==> src/rtl/conway_pkg.sv <==
// Shared types and helpers for the Game of Life engine.
//   mode_e   : host MODE encoding
//   state_e  : top-level controller states
//   cell_idx : flat cell index of (row, col), -1 when off-grid without wrap
package conway_pkg;

  typedef enum logic [1:0] {
    MODE_LOAD = 2'b00,
    MODE_RUN  = 2'b01,
    MODE_DUMP = 2'b10,
    MODE_HOLD = 2'b11
  } mode_e;

  typedef enum logic [2:0] {
    ST_IDLE = 3'd0,
    ST_LOAD = 3'd1,
    ST_RUN  = 3'd2,
    ST_DUMP = 3'd3,
    ST_FIN  = 3'd4
  } state_e;

  // Row/col may be one step outside the grid; wrap folds them back onto the torus.
  function automatic int cell_idx(input int row, input int col,
                                  input int width, input int height,
                                  input bit wrap);
    int r;
    int c;
    r = row;
    c = col;
    if (wrap) begin
      r = (row + height) % height;
      c = (col + width) % width;
    end else if (row < 0 || row >= height || col < 0 || col >= width) begin
      return -1;
    end
    return r * width + c;
  endfunction

endpackage

==> src/rtl/conway_next_state.sv <==
// Combinational B3/S23 successor of a whole grid.
//   grid_i : current generation, cell i = row*GRID_WIDTH + col
//   next_o : next generation, same layout
module conway_next_state
  import conway_pkg::*;
#(
  parameter int unsigned GRID_WIDTH  = 8,
  parameter int unsigned GRID_HEIGHT = 8,
  parameter int unsigned WRAP        = 0
) (
  input  logic [GRID_WIDTH*GRID_HEIGHT-1:0] grid_i,
  output logic [GRID_WIDTH*GRID_HEIGHT-1:0] next_o
);

  logic [3:0] live_cnt;
  int         nb;

  // Count the eight neighbours of every cell and apply birth-on-3 / survive-on-2-or-3.
  always_comb begin
    next_o   = '0;
    live_cnt = '0;
    nb       = 0;
    for (int r = 0; r < int'(GRID_HEIGHT); r++) begin
      for (int c = 0; c < int'(GRID_WIDTH); c++) begin
        live_cnt = '0;
        for (int dr = -1; dr <= 1; dr++) begin
          for (int dc = -1; dc <= 1; dc++) begin
            if (dr != 0 || dc != 0) begin
              nb = cell_idx(r + dr, c + dc, int'(GRID_WIDTH), int'(GRID_HEIGHT), WRAP != 0);
              if (nb >= 0) live_cnt = live_cnt + 4'(grid_i[nb]);
            end
          end
        end
        next_o[r*int'(GRID_WIDTH) + c] = (live_cnt == 4'd3) ||
                                         (grid_i[r*int'(GRID_WIDTH) + c] && live_cnt == 4'd2);
      end
    end
  end

endmodule

==> src/rtl/conway_grid_serial_v5.sv <==
// W x H Game of Life engine with serial load/dump and a multi-generation run controller.
//   CLK, RESET        : clock, synchronous active-high reset
//   MODE              : 00 load, 01 run, 10 dump, 11 hold
//   DATA_IN/DIN_VALID : serial load bit and its qualifier
//   START/GEN_COUNT   : run request and generation budget (latched on START)
//   DATA_OUT/DOUT_VALID : serial dump bit and its qualifier (registered)
//   BUSY/DONE         : operation in progress / one-cycle completion pulse
//   STABLE            : last computed generation equalled its predecessor
//   GEN_ELAPSED       : generations computed in the current/last run
//   LOAD_FULL         : exactly W*H bits received since load entry
module conway_grid_serial_v5
  import conway_pkg::*;
#(
  parameter int unsigned GRID_WIDTH  = 8,
  parameter int unsigned GRID_HEIGHT = 8,
  parameter int unsigned WRAP        = 0,
  parameter int unsigned GEN_W       = 16
) (
  input  logic             CLK,
  input  logic             RESET,
  input  logic [1:0]       MODE,
  input  logic             DATA_IN,
  input  logic             DIN_VALID,
  input  logic             START,
  input  logic [GEN_W-1:0] GEN_COUNT,
  output logic             DATA_OUT,
  output logic             DOUT_VALID,
  output logic             BUSY,
  output logic             DONE,
  output logic             STABLE,
  output logic [GEN_W-1:0] GEN_ELAPSED,
  output logic             LOAD_FULL
);

  localparam int unsigned      N       = GRID_WIDTH * GRID_HEIGHT;
  localparam int unsigned      CNT_W   = $clog2(N + 1);
  localparam logic [CNT_W-1:0] N_CNT   = CNT_W'(N);
  localparam logic [CNT_W-1:0] LAST_CNT = CNT_W'(N - 1);
  localparam logic [GEN_W-1:0] GEN_MAX = '1;

  state_e             state_q, state_d;
  logic [N-1:0]       grid_q, grid_d;
  logic [CNT_W-1:0]   bit_cnt_q, bit_cnt_d;
  logic [CNT_W-1:0]   dump_cnt_q, dump_cnt_d;
  logic [GEN_W-1:0]   gen_target_q, gen_target_d;
  logic [GEN_W-1:0]   gen_elapsed_q, gen_elapsed_d;
  logic               stable_q, stable_d;
  logic               dout_q, dout_d;
  logic               dout_valid_q, dout_valid_d;
  logic               busy_q, busy_d;
  logic               done_q, done_d;
  logic               load_full_q, load_full_d;

  mode_e              mode;
  logic [N-1:0]       next_grid;
  logic [GEN_W-1:0]   gen_inc;
  logic               gen_same;
  logic               run_zero;
  logic               run_last;
  logic               dump_last;

  assign mode = mode_e'(MODE);

  conway_next_state #(
    .GRID_WIDTH (GRID_WIDTH),
    .GRID_HEIGHT(GRID_HEIGHT),
    .WRAP       (WRAP)
  ) u_next (
    .grid_i(grid_q),
    .next_o(next_grid)
  );

  // Run/dump termination terms shared by the next-state and output logic.
  assign gen_inc   = (gen_elapsed_q == GEN_MAX) ? gen_elapsed_q : gen_elapsed_q + GEN_W'(1);
  assign gen_same  = (next_grid == grid_q);
  assign run_zero  = (gen_elapsed_q == gen_target_q);
  assign run_last  = run_zero || (gen_inc == gen_target_q) || gen_same;
  assign dump_last = (dump_cnt_q == LAST_CNT);

  // State register.
  always_ff @(posedge CLK) begin
    if (RESET) state_q <= ST_IDLE;
    else       state_q <= state_d;
  end

  // Next-state decode.
  always_comb begin
    state_d = state_q;
    case (state_q)
      ST_IDLE: begin
        case (mode)
          MODE_LOAD: state_d = ST_LOAD;
          MODE_RUN:  if (START) state_d = ST_RUN;
          MODE_DUMP: state_d = ST_DUMP;
          default:   state_d = ST_IDLE;
        endcase
      end
      ST_LOAD: if (mode != MODE_LOAD) state_d = ST_IDLE;
      ST_RUN: begin
        if (mode != MODE_RUN) state_d = ST_IDLE;
        else if (run_last)    state_d = ST_FIN;
      end
      ST_DUMP: begin
        if (mode != MODE_DUMP) state_d = ST_IDLE;
        else if (dump_last)    state_d = ST_FIN;
      end
      default: state_d = ST_IDLE;
    endcase
  end

  // Datapath, counters and registered outputs.
  always_comb begin
    grid_d        = grid_q;
    bit_cnt_d     = bit_cnt_q;
    dump_cnt_d    = dump_cnt_q;
    gen_target_d  = gen_target_q;
    gen_elapsed_d = gen_elapsed_q;
    stable_d      = stable_q;
    dout_d        = 1'b0;
    dout_valid_d  = 1'b0;
    busy_d        = (state_d == ST_RUN) || (state_d == ST_DUMP);
    done_d        = (state_d == ST_FIN);
    case (state_q)
      ST_IDLE: begin
        if (mode == MODE_LOAD) bit_cnt_d = '0;
        if (mode == MODE_DUMP) dump_cnt_d = '0;
        if (mode == MODE_RUN && START) begin
          gen_target_d  = GEN_COUNT;
          gen_elapsed_d = '0;
          stable_d      = 1'b0;
        end
      end
      ST_LOAD: begin
        if (mode == MODE_LOAD && DIN_VALID) begin
          grid_d = {grid_q[N-2:0], DATA_IN};
          if (bit_cnt_q != N_CNT) bit_cnt_d = bit_cnt_q + CNT_W'(1);
        end
      end
      ST_RUN: begin
        // A zero budget leaves the grid untouched and only passes through FIN.
        if (mode == MODE_RUN && !run_zero) begin
          grid_d        = next_grid;
          gen_elapsed_d = gen_inc;
          stable_d      = gen_same;
        end
      end
      ST_DUMP: begin
        // Rotation means N steps restore the original grid.
        if (mode == MODE_DUMP) begin
          dout_d       = grid_q[N-1];
          dout_valid_d = 1'b1;
          grid_d       = {grid_q[N-2:0], grid_q[N-1]};
          dump_cnt_d   = dump_cnt_q + CNT_W'(1);
        end
      end
      default: ;
    endcase
    load_full_d = (bit_cnt_d == N_CNT);
  end

  // Datapath registers.
  always_ff @(posedge CLK) begin
    if (RESET) begin
      grid_q        <= '0;
      bit_cnt_q     <= '0;
      dump_cnt_q    <= '0;
      gen_target_q  <= '0;
      gen_elapsed_q <= '0;
      stable_q      <= 1'b0;
      dout_q        <= 1'b0;
      dout_valid_q  <= 1'b0;
      busy_q        <= 1'b0;
      done_q        <= 1'b0;
      load_full_q   <= 1'b0;
    end else begin
      grid_q        <= grid_d;
      bit_cnt_q     <= bit_cnt_d;
      dump_cnt_q    <= dump_cnt_d;
      gen_target_q  <= gen_target_d;
      gen_elapsed_q <= gen_elapsed_d;
      stable_q      <= stable_d;
      dout_q        <= dout_d;
      dout_valid_q  <= dout_valid_d;
      busy_q        <= busy_d;
      done_q        <= done_d;
      load_full_q   <= load_full_d;
    end
  end

  assign DATA_OUT    = dout_q;
  assign DOUT_VALID  = dout_valid_q;
  assign BUSY        = busy_q;
  assign DONE        = done_q;
  assign STABLE      = stable_q;
  assign GEN_ELAPSED = gen_elapsed_q;
  assign LOAD_FULL   = load_full_q;

endmodule
==> config.mk <==
export PLATFORM = sky130hd
export DESIGN_NAME = conway_grid_serial_v5
export DESIGN_NICKNAME = d
export VERILOG_FILES = /design/src/rtl/conway_pkg.sv /design/src/rtl/conway_next_state.sv /design/src/rtl/conway_grid_serial_v5.sv
export SDC_FILE = /design/constraint.sdc
export NUM_CORES = 1
export LEC_CHECK = 0
export ABC_AREA = 1
export CAP_MARGIN = 5
export CORE_UTILIZATION = 40
export CTS_CLUSTER_SIZE = 30
export DETAILED_ROUTE_END_ITERATION = 7
export SLEW_MARGIN = 20
export SYNTH_ARGS = -nofsm -noshare
export SYNTH_HDL_FRONTEND = slang
export SYNTH_SLANG_ARGS = --single-unit
==> constraint.sdc <==
create_clock -name CLK -period 4.3 [get_ports CLK]
set_input_delay 1.29 -clock CLK [delete_from_list [all_inputs] [get_ports CLK]]
set_output_delay 1.29 -clock CLK [all_outputs]
set_load 0.05 [all_outputs]
### Placement by cell class

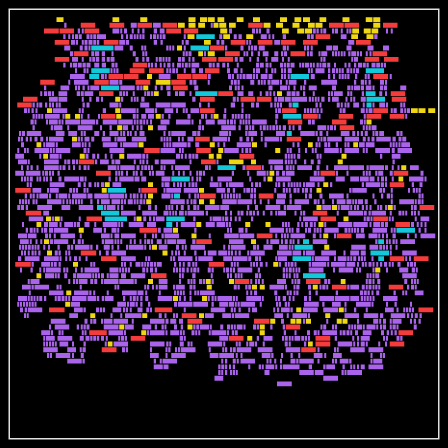
other buffers and delay cells: drawn in yellow, cells 153, share of their area 7.0%. clock drivers and dummy loads: drawn in cyan, cells 32, share of their area 3.6%. all other logic: drawn in purple, cells 2192, share of their area 76%. flip-flops: drawn in red, cells 119, share of their area 13%.
CORE AREA: 40100 um2
sequential share of cell area: 0.128
site row count: 73
Final Cell Area: 18900 um2
Util after Layout: 0.471

### Power grid

Bar = 50 um. Pins as bars on the die edge.
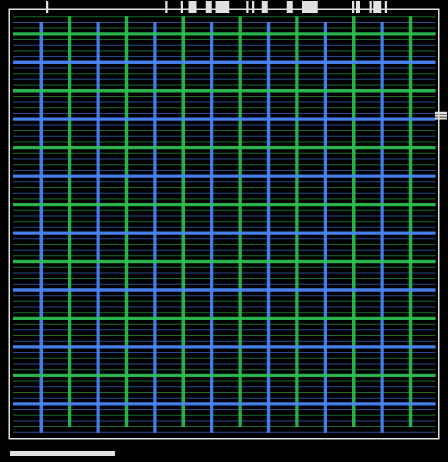
VDD: drawn in green. VSS: drawn in blue.
14 straps on met4. 14 straps on met5.

==> impl_metrics.tcl <==
# implementation run metrics
set metrics [dict create \
    status "finished, final reports clean" \
    die_h_um 204 \
    syn_nets 2734 \
    met2_usage 0.359 \
    max_cap_viol_count 0 \
    grt.met1_usage 0.292 \
    drc 0 \
    h-tree-depth 4 \
    gr-max-usage-layer "met2" \
    wl_met2_um 19800 \
    holdCritPathClass "register to register" \
    inv_count 504 \
    swShare 0.441 \
    seqPwrFrac 0.201 \
    met3_usage 0.0255 \
    antenna_cells 0 \
    slowest_stage "fa_1" \
    first_global_vias 14600 \
    cts_resized 1 \
    power_leader "combinational cells" \
    syn_inst 2356 \
    drt_iter0_drc 818 \
    syn2layout_area_growth_pct 15.1 \
    nFillCells 4080 \
    synth.area.top_cells "fa_1 (24%), dfxtp_1 (15%), ha_1 (12%), nand2_1 (12%), inv_1 (11%)" \
    cts_tree "done" \
    drtPass1Iterations 7 \
    path_common_cell "nand2_1" \
    regArea_um2 2410 \
    synth_cell_types 43 \
    drv_slew 0 \
    endpoint_kind "register" \
    common_cells "nand2_1 (516), inv_1 (500), nor2_1 (329)" \
    clockBufferCount 19 \
    critPathTopFamily "adder cells" \
    cts_setup_buffers 0 \
    floorplan.core_util 0.409 \
    vias 14700 \
    grt_max_degree 65 \
    ys_cells 2356 \
    placedCellCount 2975 \
    grtUsageTotal 0.214 \
    top_area_cell_class "multi-input combinational cells" \
    netlist.area_leader.share 0.239 \
    die_x_um 204 \
    edf_count 0 \
    cts_num_sinks 119 \
    antenna_found_initial 0 \
    startpoint "grid_q[33]" \
    setup-violations-final 0 \
    syn_area_um2 16400 \
    combPwrFrac 0.542 \
    avgViaCountPerCell 4.86 \
    synthTopLogicFamily "adder cells" \
    layout.cells.non_filler 3021 \
    timing.rr.end "state_q[2]" \
    reg2reg_slack_ns 0.23 \
]
==> registers in the layout, indices dropped and copies added, names as in the netlist, 3 cells and up <==
| signal | count |
|---|---|
| GEN_ELAPSED | 16 |
| grid_q | 64 |
| bit_cnt_q | 7 |
| state_q | 3 |
| gen_target_q | 16 |
| dump_cnt_q | 7 |
==> metrics by stage <==
stage               hold slack [ns]  utilization  setup WS, ns  cell area, um2
finish                        0.478        0.471         0.231           18900
global route                  0.507        0.471       -0.0384           18900
CTS                           0.478        0.466        0.0602           18700
detailed placement            0.461        0.450        0.0179           18000
global placement              0.461        0.450         0.110           18000
floorplan                     0.437            -         0.369           16400
